$ cat src/rtl/calc_sequencer.sv
// calc_sequencer
//   Calculator controller. It collects keypad codes into a packed
//   operand/operator word, starts the conversion stage and then the
//   arithmetic unit, and holds the result for the display. A watchdog
//   bounds the wait on each downstream handshake.
//
// Ports
//   clk                 system clock, rising edge
//   rst                 asynchronous reset, active low
//   key_valid/key_code  one-cycle key strobe and 4-bit code
//   complement1_finish  conversion stage done (level)
//   alu_done/alu_result arithmetic unit done (level) and its result
//   nr_coded            {first operand, second operand, operator}
//   complement1_sel     start pulse to the conversion stage
//   alu_start           start pulse to the arithmetic unit
//   result/result_valid latched result for the display
//   busy                conversion or arithmetic in progress
//   error               timeout or invalid key sequence
//
// state    | meaning
// ---------+------------------------------------------
// A_ENTRY  | accepting the first operand
// OP_ENTRY | first operand held, waiting for an operator
// B_ENTRY  | accepting the second operand
// CONV     | conversion stage running
// EXEC     | arithmetic unit running
// SHOW     | result displayed
// ERR      | error latched, only a clear key leaves
module calc_sequencer #(
    parameter int TIMEOUT_CYCLES = 15
) (
    input  logic        clk,
    input  logic        rst,
    input  logic        key_valid,
    input  logic [3:0]  key_code,
    input  logic        complement1_finish,
    input  logic        alu_done,
    input  logic [7:0]  alu_result,
    output logic [11:0] nr_coded,
    output logic        complement1_sel,
    output logic        alu_start,
    output logic [7:0]  result,
    output logic        result_valid,
    output logic        busy,
    output logic        error
);

    typedef enum logic [2:0] {
        A_ENTRY,
        OP_ENTRY,
        B_ENTRY,
        CONV,
        EXEC,
        SHOW,
        ERR
    } state_t;

    localparam logic [7:0] WDOG_LAST = 8'(TIMEOUT_CYCLES - 1);

    state_t      state_q, state_d;
    logic [11:0] nr_d;
    logic [7:0]  result_d;
    logic [7:0]  wdog_q, wdog_d;
    logic        b_seen_q, b_seen_d;
    logic        sel_d;
    logic        start_d;

    logic key_digit;
    logic key_op;
    logic key_eq;
    logic key_clr;

    assign key_digit = key_valid && (key_code <= 4'd9);
    assign key_op    = key_valid && ((key_code == 4'hA) || (key_code == 4'hB));
    assign key_eq    = key_valid && (key_code == 4'hE);
    assign key_clr   = key_valid && (key_code == 4'hF);

    // Status outputs decode the state register only, so they carry no
    // combinational path from any input.
    assign busy         = (state_q == CONV) || (state_q == EXEC);
    assign error        = (state_q == ERR);
    assign result_valid = (state_q == SHOW);

    always_ff @(posedge clk or negedge rst) begin
        if (!rst) begin
            state_q         <= A_ENTRY;
            nr_coded        <= 12'h000;
            result          <= 8'h00;
            wdog_q          <= 8'h00;
            b_seen_q        <= 1'b0;
            complement1_sel <= 1'b0;
            alu_start       <= 1'b0;
        end else begin
            state_q         <= state_d;
            nr_coded        <= nr_d;
            result          <= result_d;
            wdog_q          <= wdog_d;
            b_seen_q        <= b_seen_d;
            complement1_sel <= sel_d;
            alu_start       <= start_d;
        end
    end

    always_comb begin
        state_d  = state_q;
        nr_d     = nr_coded;
        result_d = result;
        wdog_d   = wdog_q;
        b_seen_d = b_seen_q;
        sel_d    = 1'b0;
        start_d  = 1'b0;

        if (key_clr) begin
            // Clear beats everything, including a finish/done arriving
            // in the same cycle; it also aborts any running operation.
            state_d  = A_ENTRY;
            nr_d     = 12'h000;
            result_d = 8'h00;
            wdog_d   = 8'h00;
            b_seen_d = 1'b0;
        end else begin
            case (state_q)
                A_ENTRY: begin
                    if (key_digit) begin
                        nr_d[11:8] = key_code;
                        state_d    = OP_ENTRY;
                    end
                end
                OP_ENTRY: begin
                    if (key_digit) begin
                        nr_d[11:8] = key_code;
                    end else if (key_op) begin
                        nr_d[3:0] = key_code;
                        b_seen_d  = 1'b0;
                        state_d   = B_ENTRY;
                    end else if (key_eq) begin
                        state_d = ERR;
                    end
                end
                B_ENTRY: begin
                    if (key_digit) begin
                        nr_d[7:4] = key_code;
                        b_seen_d  = 1'b1;
                    end else if (key_op) begin
                        nr_d[3:0] = key_code;
                    end else if (key_eq) begin
                        if (b_seen_q) begin
                            state_d = CONV;
                            sel_d   = 1'b1;
                            wdog_d  = 8'h00;
                        end else begin
                            state_d = ERR;
                        end
                    end
                end
                CONV: begin
                    // The finish flag is not trusted while our own start
                    // pulse is still on the wire.
                    if (complement1_finish && !complement1_sel) begin
                        state_d = EXEC;
                        start_d = 1'b1;
                        wdog_d  = 8'h00;
                    end else if (wdog_q == WDOG_LAST) begin
                        state_d = ERR;
                    end else begin
                        wdog_d = wdog_q + 8'h01;
                    end
                end
                EXEC: begin
                    if (alu_done) begin
                        result_d = alu_result;
                        state_d  = SHOW;
                    end else if (wdog_q == WDOG_LAST) begin
                        state_d = ERR;
                    end else begin
                        wdog_d = wdog_q + 8'h01;
                    end
                end
                SHOW: begin
                    if (key_digit) begin
                        nr_d    = {key_code, 8'h00};
                        state_d = OP_ENTRY;
                    end
                end
                ERR: begin
                end
                default: begin
                    state_d = A_ENTRY;
                end
            endcase
        end
    end

endmodule

$ cat config.mk
export PLATFORM = sky130hd
export DESIGN_NAME = calc_sequencer
export DESIGN_NICKNAME = d
export VERILOG_FILES = /design/src/rtl/calc_sequencer.sv
export SDC_FILE = /design/constraint.sdc
export NUM_CORES = 1
export LEC_CHECK = 0
export CORE_MARGIN = 3
export CORE_UTILIZATION = 40
export DETAILED_ROUTE_END_ITERATION = 12
export GPL_ROUTABILITY_DRIVEN = 0
export PLACE_DENSITY = 0.75
export SLEW_MARGIN = 40
export SYNTH_ARGS = -nofsm -noshare
export SYNTH_HDL_FRONTEND = slang
export SYNTH_SLANG_ARGS = --single-unit
export TNS_END_PERCENT = 20
$ cat constraint.sdc
create_clock -name clk -period 2.3 [get_ports clk]
set_input_delay 0.46 -clock clk [delete_from_list [all_inputs] [get_ports clk]]
set_output_delay 0.46 -clock clk [all_outputs]
set_load 0.01 [all_outputs]
util_map.png
Drawn at 4 px/um. The die is cut into 7 by 7 equal tiles; black is low, pale yellow is high, 0 to 100% covered.
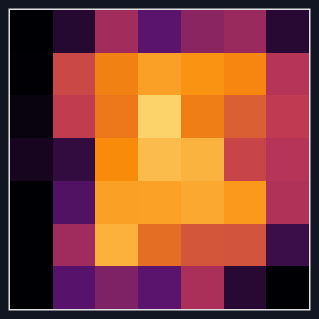
nearly empty tiles	12%
densest ninth of the die	middle
tiles over 75% full	20%

ff_map.png
Drawn at 4 px/um. Other sequential cells in the stronger grey, the rest of the logic in the fainter grey.
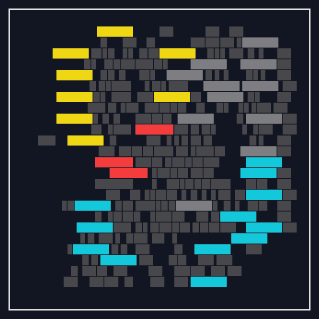
netlist name	colour	placed flops
`nr_coded`	cyan	12
`state_q`	red	3
`wdog_q`	yellow	8
not coloured	11

clock_nets.png
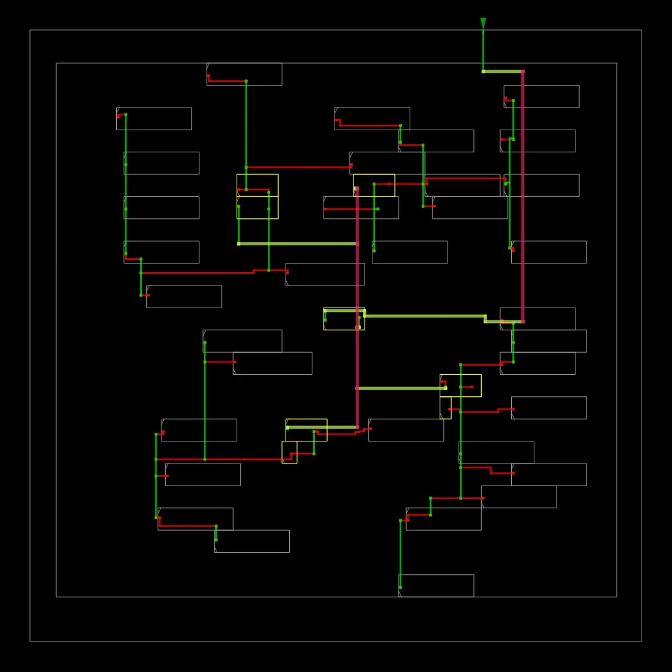
largest clock skew in the final design: 0.00506 ns
Seq cells: 34
Clock Sinks: 34

floorplan.png
Drawn at 4 px/um. Pins as bars on the die edge.
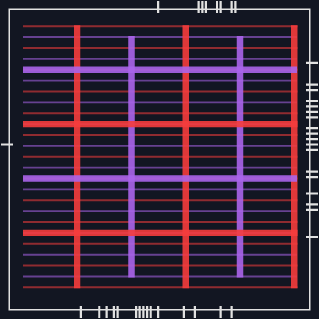
net	colour
VSS	red
VDD	purple
signal pins	42
rows	24

==> results.json <==
{
  "status": "completed",
  "grt_pass1_wl_um": 7510,
  "finalNonFillerCells": 315,
  "flop_cell": "sky130_fd_sc_hd__dfrtp_1",
  "syn_to_final_growth_pct": 35.3,
  "htree_num_levels": 2,
  "yosys-stat-cells": 206,
  "postSynthCellCount": 206,
  "vias": 1705,
  "buffer_type_at_the_clock_tree_root": "sky130_fd_sc_hd__clkbuf_8",
  "total_leakage_power_nw": 1.13,
  "met2RoutedLength_um": 2100,
  "dr_wl_met3_um": 169,
  "placed_area_sq_mm": 0.00242,
  "initial_utilization_pct": 42.3,
  "hpwl_um": 3160,
  "synth_sequential_area_ratio_pct": 45.0,
  "largest_register_ffs": 12,
  "warning_count": 27,
  "nets": 281,
  "topCellsByArea": "sky130_fd_sc_hd__dfrtp_1, sky130_fd_sc_hd__nand2_1, sky130_fd_sc_hd__a21oi_1, sky130_fd_sc_hd__mux2_2, sky130_fd_sc_hd__nand3_1",
  "cts_setup_buffers": 3,
  "drc": 0,
  "chip_area_sq_mm": 0.00559,
  "final-comb-area_sq_um": 975,
  "globalRoute.busiestLayer": "met2",
  "detailedPlace.worstSlack_ns": -0.0739,
  "layout-drive-gt1-share_pct": 16.7,
  "layout.comb_gates.multi_input": 153,
  "crit_path_top_delay_cell": "sky130_fd_sc_hd__clkdlybuf4s50_1",
  "met2_global_route_usage_pct": 28.0,
  "numCtsBuffers": 5,
  "ios": 42,
  "slew_viol_final": 0,
  "postSynth.asyncResetShare_pct": 100,
  "final_antenna_net_count": 0,
  "edf_count": 0,
  "vias_per_cell": 5.41,
  "grt_overall_usage_pct": 17.3,
  "grt_antenna_before_repair": 0,
  "worst_tran_pin_value_ns": 0.499,
  "synth.net_count": 225,
  "layout_top_cells": "sky130_fd_sc_hd__clkdlybuf4s50_1, sky130_fd_sc_hd__dfrtp_1, sky130_fd_sc_hd__nand2_1, sky130_fd_sc_hd__buf_4, sky130_fd_sc_hd__a21oi_1",
  "dpl.cell_count": 304,
  "min_period_ns": 2.23,
  "worstPathRequired_ns": 1.84,
  "largest_register": "nr_coded",
  "grt_setup_unrepaired": "false",
  "yosys_register_bits": 34,
  "groute.layer.met1.usage_pct": 23.2,
  "seq_area_share_pct": 33.4,
  "holdBufCountCts": 0,
  "post_synth.cell_area_avg_sq_um": 9.18,
  "design.core.area_sq_mm": 0.00447,
  "first_global_vias": 1640,
  "cts_max_path_buffers": 2,
  "hold_viol": 0,
  "hold_path_class": "reg -> reg",
  "diodes": 0,
  "non_clock_buffer_instance_count_of_the_final_layout": 57,
  "cp_data_arrival_time_ns": 1.77,
  "critPathCaptureType": "output port",
  "area_taken_by_flip_flops_and_latches_sq_um": 855,
  "synthesis_area_per_yosys_sq_mm": 0.00189,
  "clock_buffer_count": 7,
  "grt_max_degree": 35,
  "fmax_mhz": 448,
  "layout.filler_cells": 402,
  "dieWidth_um": 74.8,
  "tritoncts": "done",
  "synth.top_cell.area_share_pct": 45.0,
  "worst_ir_drop_on_vdd_v": 0.000398,
  "finalHoldWorstSlack_ns": 0.475,
  "critPathLaunchType": "flip-flop",
  "globalRoute.totalOverflow": 0,
  "crit_path_cell_trace": "buf_4, nor2b_2, and2_1, clkdlybuf4s50_1"
}
==> worst paths after layout <==
check,to,slack (ns),depth (start not counted),from
setup / recovery,error,0.07,4,state_q[0]$_DFFE_PN0P_
hold / removal,nr_coded[1]$_DFFE_PN0P_,0.47,1,nr_coded[1]$_DFFE_PN0P_
setup reg to reg,wdog_q[5]$_DFFE_PN0P_,0.29,5,state_q[1]$_DFFE_PN0P_
hold reg to reg,nr_coded[1]$_DFFE_PN0P_,0.47,1,nr_coded[1]$_DFFE_PN0P_
max in group asynchronous,state_q[0]$_DFFE_PN0P_,1.40,2,rst
min in group asynchronous,nr_coded[9]$_DFFE_PN0P_,0.57,2,rst
==> worst reg2reg max path, stage by stage (launching register included) <==
cell                       delay, ns
sky130_fd_sc_hd__dfrtp_2        0.46
sky130_fd_sc_hd__or3b_4         0.41
sky130_fd_sc_hd__o221ai_1       0.19
sky130_fd_sc_hd__a32o_2         0.39
sky130_fd_sc_hd__a21bo_1        0.25
sky130_fd_sc_hd__a32o_1         0.19
==> logic make-up (layout without fill, tap and decap cells) <==
family / Yosys count / after routing / synth area share, %
compound gates: 54 / 54 / 19.7
fa+ha+maj: 2 / 2 / 1.32
flops: 34 / 34 / 45.0
buf+inv: 19 / 76 / 4.36
xor+xnor: 1 / 1 / 0.463
mux: 9 / 9 / 5.29
simple gates: 87 / 87 / 23.9
==> metrics by stage <==
stage          TNS, ns  power, mW
2_1_floorplan        0       1.82
3_3_place_gp         0       2.37
3_5_place_dp    -0.326       2.40
4_1_cts              0       2.90
5_1_grt              0       3.13
6_report             0       2.91
==> where the power goes <==
| group | switching (mW) | internal, mW |
|---|---|---|
| sequential | 0.152 | 0.806 |
| clock | 0.209 | 0.241 |
| combinational | 0.701 | 0.800 |
| total | 1.06 | 1.85 |
Power figures rest on the tool's default switching activity, not on a simulated workload.
